File: src/rtl/cnn_pkg.sv
// Shared definitions for the CNN IP output stage.
// Holds the feeder FSM state encoding and the default datapath sizes
// used by paced_stream_feeder, its FIFO and its stream interface.
package cnn_pkg;

    localparam int DATA_WIDTH_DEF = 8;
    localparam int DEPTH_DEF      = 16;

    typedef enum logic [1:0] {
        IDLE    = 2'd0,
        ARMED   = 2'd1,
        PRESENT = 2'd2
    } feeder_state_t;

endpackage

File: src/rtl/paced_stream_feeder_if.sv
// Valid/ready word stream used on both sides of paced_stream_feeder.
//   data  : word carried by the stream
//   valid : producer has a word on data
//   ready : consumer takes the word this cycle when valid is also high
// master drives data/valid, slave drives ready.
interface paced_stream_feeder_if
    import cnn_pkg::*;
#(
    parameter int DATA_WIDTH = DATA_WIDTH_DEF
) ();

    logic [DATA_WIDTH-1:0] data;
    logic                  valid;
    logic                  ready;

    modport master (output data, output valid, input  ready);
    modport slave  (input  data, input  valid, output ready);

endinterface

File: src/rtl/feeder_fifo.sv
// Synchronous FIFO for paced_stream_feeder.
//   clock_in, reset_n : clock, async active-low reset
//   wr_en, wr_data    : push a word (caller guarantees !full)
//   pop               : drop the head word (caller guarantees !empty)
//   head              : current head word, valid while !empty
//   level             : occupancy 0..DEPTH
//   full, empty       : derived from level
// No fall-through: a word written into an empty FIFO shows up on head
// only after the write edge.
module feeder_fifo
    import cnn_pkg::*;
#(
    parameter int DATA_WIDTH = DATA_WIDTH_DEF,
    parameter int DEPTH      = DEPTH_DEF,
    parameter int ADDR_W     = $clog2(DEPTH)
) (
    input  logic                  clock_in,
    input  logic                  reset_n,
    input  logic                  wr_en,
    input  logic [DATA_WIDTH-1:0] wr_data,
    input  logic                  pop,
    output logic [DATA_WIDTH-1:0] head,
    output logic [ADDR_W:0]       level,
    output logic                  full,
    output logic                  empty
);

    localparam logic [ADDR_W:0] FULL_LVL = (ADDR_W+1)'(DEPTH);

    logic [DATA_WIDTH-1:0] mem [DEPTH];
    logic [ADDR_W-1:0]     wr_ptr;
    logic [ADDR_W-1:0]     rd_ptr;

    assign full  = (level == FULL_LVL);
    assign empty = (level == '0);
    assign head  = mem[rd_ptr];

    // Storage carries no reset; a slot is only read after it was written.
    always_ff @(posedge clock_in) begin
        if (wr_en)
            mem[wr_ptr] <= wr_data;
    end

    // DEPTH is a power of two, so pointers wrap by natural overflow.
    always_ff @(posedge clock_in or negedge reset_n) begin
        if (!reset_n) begin
            wr_ptr <= '0;
            rd_ptr <= '0;
            level  <= '0;
        end else begin
            if (wr_en)
                wr_ptr <= wr_ptr + ADDR_W'(1);
            if (pop)
                rd_ptr <= rd_ptr + ADDR_W'(1);
            case ({wr_en, pop})
                2'b10:   level <= level + (ADDR_W+1)'(1);
                2'b01:   level <= level - (ADDR_W+1)'(1);
                default: level <= level;
            endcase
        end
    end

endmodule

File: src/rtl/paced_stream_feeder.sv
// Rate-paced output stage behind the CNN clock divider.
// Buffers upstream words and releases one word per rising edge of the
// divider pulse onto a valid/ready stream.
//   clock_in, reset_n : clock, async active-low reset
//   tick_in           : divider pulse, already synchronous to clock_in
//   enable            : pacing enable
//   clear             : synchronous clear of the sticky flags
//   s                 : upstream stream (ready = FIFO not full)
//   m                 : downstream stream, data/valid are registers
//   level             : FIFO occupancy 0..DEPTH
//   underrun          : sticky, tick seen in ARMED with nothing buffered
//   missed_tick       : sticky, tick seen while a word was still pending
module paced_stream_feeder
    import cnn_pkg::*;
#(
    parameter int DATA_WIDTH = DATA_WIDTH_DEF,
    parameter int DEPTH      = DEPTH_DEF,
    parameter int ADDR_W     = $clog2(DEPTH)
) (
    input  logic                   clock_in,
    input  logic                   reset_n,
    input  logic                   tick_in,
    input  logic                   enable,
    input  logic                   clear,
    paced_stream_feeder_if.slave   s,
    paced_stream_feeder_if.master  m,
    output logic [ADDR_W:0]        level,
    output logic                   underrun,
    output logic                   missed_tick
);

    feeder_state_t         state, state_nx;
    logic                  tick_d;
    logic                  tick_rise;
    logic                  full, empty;
    logic                  wr_en, pop, handshake;
    logic                  set_underrun, set_missed;
    logic [DATA_WIDTH-1:0] head;
    logic [DATA_WIDTH-1:0] out_data;
    logic                  out_valid;

    // tick_d resets high so a pulse already high at reset release is not
    // mistaken for a fresh edge.
    always_ff @(posedge clock_in or negedge reset_n) begin
        if (!reset_n) tick_d <= 1'b1;
        else          tick_d <= tick_in;
    end
    assign tick_rise = tick_in & ~tick_d;

    assign s.ready   = ~full;
    assign wr_en     = s.valid & ~full;
    assign handshake = out_valid & m.ready;

    feeder_fifo #(
        .DATA_WIDTH (DATA_WIDTH),
        .DEPTH      (DEPTH),
        .ADDR_W     (ADDR_W)
    ) u_fifo (
        .clock_in (clock_in),
        .reset_n  (reset_n),
        .wr_en    (wr_en),
        .wr_data  (s.data),
        .pop      (pop),
        .head     (head),
        .level    (level),
        .full     (full),
        .empty    (empty)
    );

    always_ff @(posedge clock_in or negedge reset_n) begin
        if (!reset_n) state <= IDLE;
        else          state <= state_nx;
    end

    always_comb begin
        state_nx     = state;
        pop          = 1'b0;
        set_underrun = 1'b0;
        set_missed   = 1'b0;
        case (state)
            IDLE: begin
                if (enable) state_nx = ARMED;
            end
            ARMED: begin
                // Dropping enable wins over a same-cycle tick.
                if (!enable) begin
                    state_nx = IDLE;
                end else if (tick_rise) begin
                    if (!empty) begin
                        pop      = 1'b1;
                        state_nx = PRESENT;
                    end else begin
                        set_underrun = 1'b1;
                    end
                end
            end
            PRESENT: begin
                // A pending word is always completed, even with enable low;
                // a tick on the handshake cycle is simply consumed.
                if (handshake)
                    state_nx = enable ? ARMED : IDLE;
                else if (tick_rise)
                    set_missed = 1'b1;
            end
            default: state_nx = IDLE;
        endcase
    end

    always_ff @(posedge clock_in or negedge reset_n) begin
        if (!reset_n) begin
            out_valid <= 1'b0;
            out_data  <= '0;
        end else if (pop) begin
            out_valid <= 1'b1;
            out_data  <= head;
        end else if (handshake) begin
            out_valid <= 1'b0;
        end
    end

    assign m.valid = out_valid;
    assign m.data  = out_data;

    // A setting event beats a same-cycle clear.
    always_ff @(posedge clock_in or negedge reset_n) begin
        if (!reset_n) begin
            underrun    <= 1'b0;
            missed_tick <= 1'b0;
        end else begin
            if (set_underrun) underrun <= 1'b1;
            else if (clear)   underrun <= 1'b0;
            if (set_missed)   missed_tick <= 1'b1;
            else if (clear)   missed_tick <= 1'b0;
        end
    end

endmodule

File: src/flat_wrapper.sv
// flat-port wrapper written by rule: the top's interface ports become plain ports
module paced_stream_feeder_flat import cnn_pkg::*;
#(
    parameter int DATA_WIDTH = DATA_WIDTH_DEF,
    parameter int DEPTH      = DEPTH_DEF,
    parameter int ADDR_W     = $clog2(DEPTH)
)
  (clock_in, reset_n, tick_in, enable, clear, level, underrun, missed_tick, s_data, s_valid, s_ready, m_data, m_valid, m_ready);
  paced_stream_feeder_if #(.DATA_WIDTH(DATA_WIDTH)) s_i ();
  paced_stream_feeder_if #(.DATA_WIDTH(DATA_WIDTH)) m_i ();
  input  logic clock_in;
  input  logic reset_n;
  input  logic tick_in;
  input  logic enable;
  input  logic clear;
  output logic [ADDR_W:0] level;
  output logic underrun;
  output logic missed_tick;
  input wire logic [$bits(s_i.data)-1:0] s_data;
  input wire logic [$bits(s_i.valid)-1:0] s_valid;
  output wire logic [$bits(s_i.ready)-1:0] s_ready;
  output wire logic [$bits(m_i.data)-1:0] m_data;
  output wire logic [$bits(m_i.valid)-1:0] m_valid;
  input wire logic [$bits(m_i.ready)-1:0] m_ready;
  assign s_i.data = s_data;
  assign s_i.valid = s_valid;
  assign s_ready = s_i.ready;
  assign m_data = m_i.data;
  assign m_valid = m_i.valid;
  assign m_i.ready = m_ready;
  paced_stream_feeder #(.DATA_WIDTH(DATA_WIDTH), .DEPTH(DEPTH), .ADDR_W(ADDR_W)) u_core (.clock_in(clock_in), .reset_n(reset_n), .tick_in(tick_in), .enable(enable), .clear(clear), .s(s_i), .m(m_i), .level(level), .underrun(underrun), .missed_tick(missed_tick));
endmodule
File: config.mk
export PLATFORM = sky130hd
export DESIGN_NAME = paced_stream_feeder_flat
export DESIGN_NICKNAME = d
export VERILOG_FILES = /design/src/rtl/cnn_pkg.sv /design/src/rtl/paced_stream_feeder_if.sv /design/src/rtl/feeder_fifo.sv /design/src/rtl/paced_stream_feeder.sv /design/src/flat_wrapper.sv
export SDC_FILE = /design/constraint.sdc
export NUM_CORES = 1
export LEC_CHECK = 0
export CAP_MARGIN = 20
export CELL_PAD_IN_SITES_DETAIL_PLACEMENT = 0
export CELL_PAD_IN_SITES_GLOBAL_PLACEMENT = 1
export CORE_UTILIZATION = 47
export DETAILED_ROUTE_END_ITERATION = 16
export GPL_ROUTABILITY_DRIVEN = 1
export GPL_TIMING_DRIVEN = 0
export HOLD_SLACK_MARGIN = 0.08
export PLACE_DENSITY = 0.82
export SYNTH_ARGS = -nofsm -noshare
export SYNTH_HDL_FRONTEND = slang
export SYNTH_HIERARCHICAL = 1
export SYNTH_SLANG_ARGS = --single-unit
File: constraint.sdc
create_clock -name clock_in -period 2.85 [get_ports clock_in]
set_input_delay 0.4275 -clock clock_in [delete_from_list [all_inputs] [get_ports clock_in]]
set_output_delay 0.4275 -clock clock_in [all_outputs]
set_load 0.01 [all_outputs]
**Logic cells by family**

(3 px per µm)
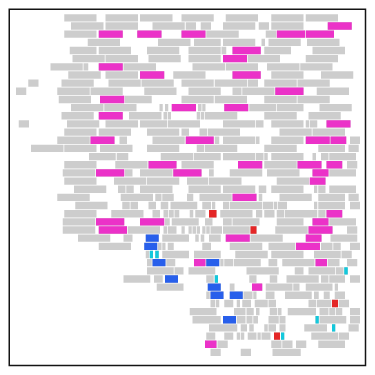
legend:
  red:
    family: AND and OR gates
    cells: 4
  cyan:
    family: inverters
    cells: 7
  magenta:
    family: multiplexers
    cells: 43
  blue:
    family: adder and majority cells
    cells: 9
    where: bottom middle

**Close-up of the layout**

Window x 44 to 74, y 44 to 74 µm. Cells in gray, sequential cells in the stronger gray; small squares are vias.
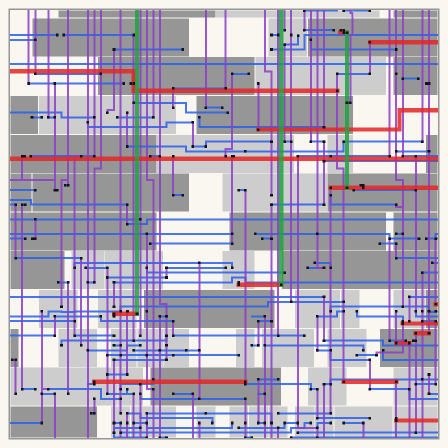
legend:
  red:
    layer: met3
  green:
    layer: met4
  blue:
    layer: met1
  purple:
    layer: met2
most frequent: edfxtp_1 (11), nor3_1 (4)
sequential cells in the window: 13
netlist names of flops here include: u_core/u_fifo/mem (11), u_core/u_fifo/wr_ptr (2)
cells with their middle in the window: 47

**Wiring heat map**

(2 px per µm) 24 x 24 tiles, from dark purple (low) to yellow (high), scaled to the fullest tile. Values are wire area over tile area, all layers added.
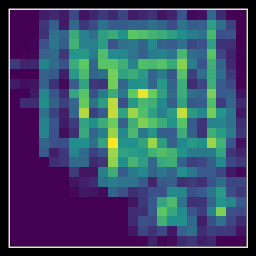
tiles over half the peak: 21%
densest ninth of the die: middle
nearly empty tiles: 23%

**Metal layers overlaid**

(3 px per µm) Only two layers are drawn.
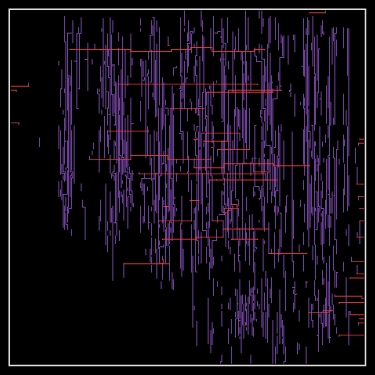
legend:
  purple:
    layer: met2
    wire_length: 6140 µm
  red:
    layer: met3
    wire_length: 546 µm

**Placed standard cells**

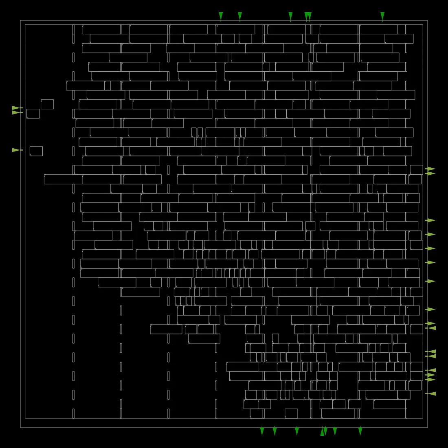
layout sequential cell count: 155
non-filler cells, final: 585
Tap Cells: 176
fraction of area in registers: 59.59%
Util after Layout: 57.56%

==> final timing paths <==
check / from / end / slack [ps] / cells past startpoint
min: reset_n / u_core/missed_tick / 460 / 1
min in group clock_in: u_core/u_fifo/level[2] / u_core/u_fifo/level[2] / 510 / 1
min reg2reg: u_core/u_fifo/level[2] / u_core/u_fifo/level[2] / 510 / 1
max in group asynchronous: reset_n / u_core/tick_d / 1750 / 2
max reg2reg: u_core/u_fifo/level[0] / u_core/u_fifo/level[4] / 190 / 13
max: u_core/u_fifo/level[0] / u_core/u_fifo/level[4] / 190 / 13
==> where the power goes <==
group / internal [µW] / total (µW) / switching [µW]
clock network: 1400 / 2300 / 908
registers: 2800 / 2970 / 167
logic: 1060 / 2110 / 1050
total: 5260 / 7380 / 2130
==> layout make-up <==
type	count	area [µm²]	share of cell area (%)
Sequential cell	155	4524	59.59
Multi-Input combinational cell	156	1668	21.97
Clock buffer	17	425.4	5.603
Timing Repair Buffer	42	400.4	5.274
Tap cell	176	220.2	2.900
Clock inverter	15	187.7	2.472
Buffer	17	140.1	1.846
Inverter	7	26.28	0.3461
==> per-layer routing <==
| metal | global-route usage, % | up-vias |
|---|---|---|
| met5 | 0 | - |
| met4 | 7.292 | 0 |
| met3 | 5.405 | 12 |
| met2 | 29.74 | 89 |
| met1 | 23.76 | 1642 |
| li1 | - | 1449 |
==> layout by cell type (no fill, tap or decap), types with 3 or more instances in the layout <==
cell             count
a22oi_1             16
buf_4               12
buf_6                4
bufinv_16            3
clkbuf_1             4
clkbuf_16           17
clkdlybuf4s25_2      3
clkdlybuf4s50_1     31
clkinv_4             3
dfrtp_1             23
dfrtp_2              3
edfxtp_1           128
ha_1                 9
inv_1                7
inv_6                4
mux2_2               3
mux2_4               7
mux4_1              11
mux4_2              21
nand2_1             20
nand2b_1             4
nand4_1              3
nor2_1              18
nor2b_1              3
nor3_1               4
o21ai_0              3
xnor2_1              6
xor2_1               6
==> metrics by stage <==
| step | power [µW] | std cells |
|---|---|---|
| after floorplan | 4356 | 337 |
| final | 7383 | 585 |
| after global placement | 5011 | 544 |
| after CTS | 7384 | 579 |
| after global routing | 7704 | 585 |
| after detailed placement | 5071 | 549 |
==> sequential cells by signal, indices dropped and copies added, names as in the netlist <==
register and flops:
u_core/m.data 8, u_core/m.valid 1, u_core/missed_tick 1, u_core/state 2, u_core/tick_d 1, u_core/u_fifo/level 5
u_core/u_fifo/mem 128, u_core/u_fifo/rd_ptr 4, u_core/u_fifo/wr_ptr 4, u_core/underrun 1
==> cell families after synthesis <==
kind of cell             synth area share, %
flip-flops                             71.21
AND/OR/NAND/NOR                        5.400
AND-OR/OR-AND                          2.956
buffers and inverters                  2.661
adder cells (fa/ha/maj)                1.774
XOR/XNOR                               1.655
multiplexers                           14.35
==> timing repair <==
action                                  4_1_cts  5_1_grt
endpoints found under the setup margin        2        1
setup buffers                                 0        6
resized                                       3        6
hold buffers                                  0        0
==> ci_impl_report.md <==
### Flow metrics

| Metric | Value |
|---|---|
| Io pins | 32 |
| Min setup slack post-route | between 150 and 200 ps |
| Max incr delay on CP | roughly 440 ps |
| Dominant cell type by area after synthesis | edfxtp_1 |
| Setup crit end kind | flop |
| HPWL Detailed | 7643 µm |
| ANT nets after route | 0 |
| Die height | 118.2 µm |
| Critical path class | reg2reg |
| Status | complete, no violations |
| RSZ-0062 raised after global routing | false |
| Worst-path maximum fanout | 8 |
| Drt wl/cell | 20.48 µm |
| Dpl cell area | slightly below 0.007 mm² |
| Hold crit path type | in2async |
| CTS tree | yes |
| Yosys Chip Area | ~0.0063 mm² |
| Clk_lat worst skew | around 420 ps |
| Core area | between 0.01 and 0.015 mm² |
| Synth Instances | 337 |
| Post-Syn Area | roughly 0.0063 mm² |
| Flip-flops with a built-in enable | roughly 130 |
| Via count | 3192 |
| Die width | 118.2 µm |
| Setup crit start kind | flop |
| Library cells used by synthesis | approximately 45 |
| Final WL | about 12000 µm |
| YS warnings | 6 |
| Maximum capacitance violations | 0 |
| Hold_ws | 461.7 ps |
| Final Max Tran Viols | 0 |
| Synthesized area per cell | about 19 µm² |
| DR top layer | met4 |
Power figures rest on the tool's default switching activity, not on a simulated workload.
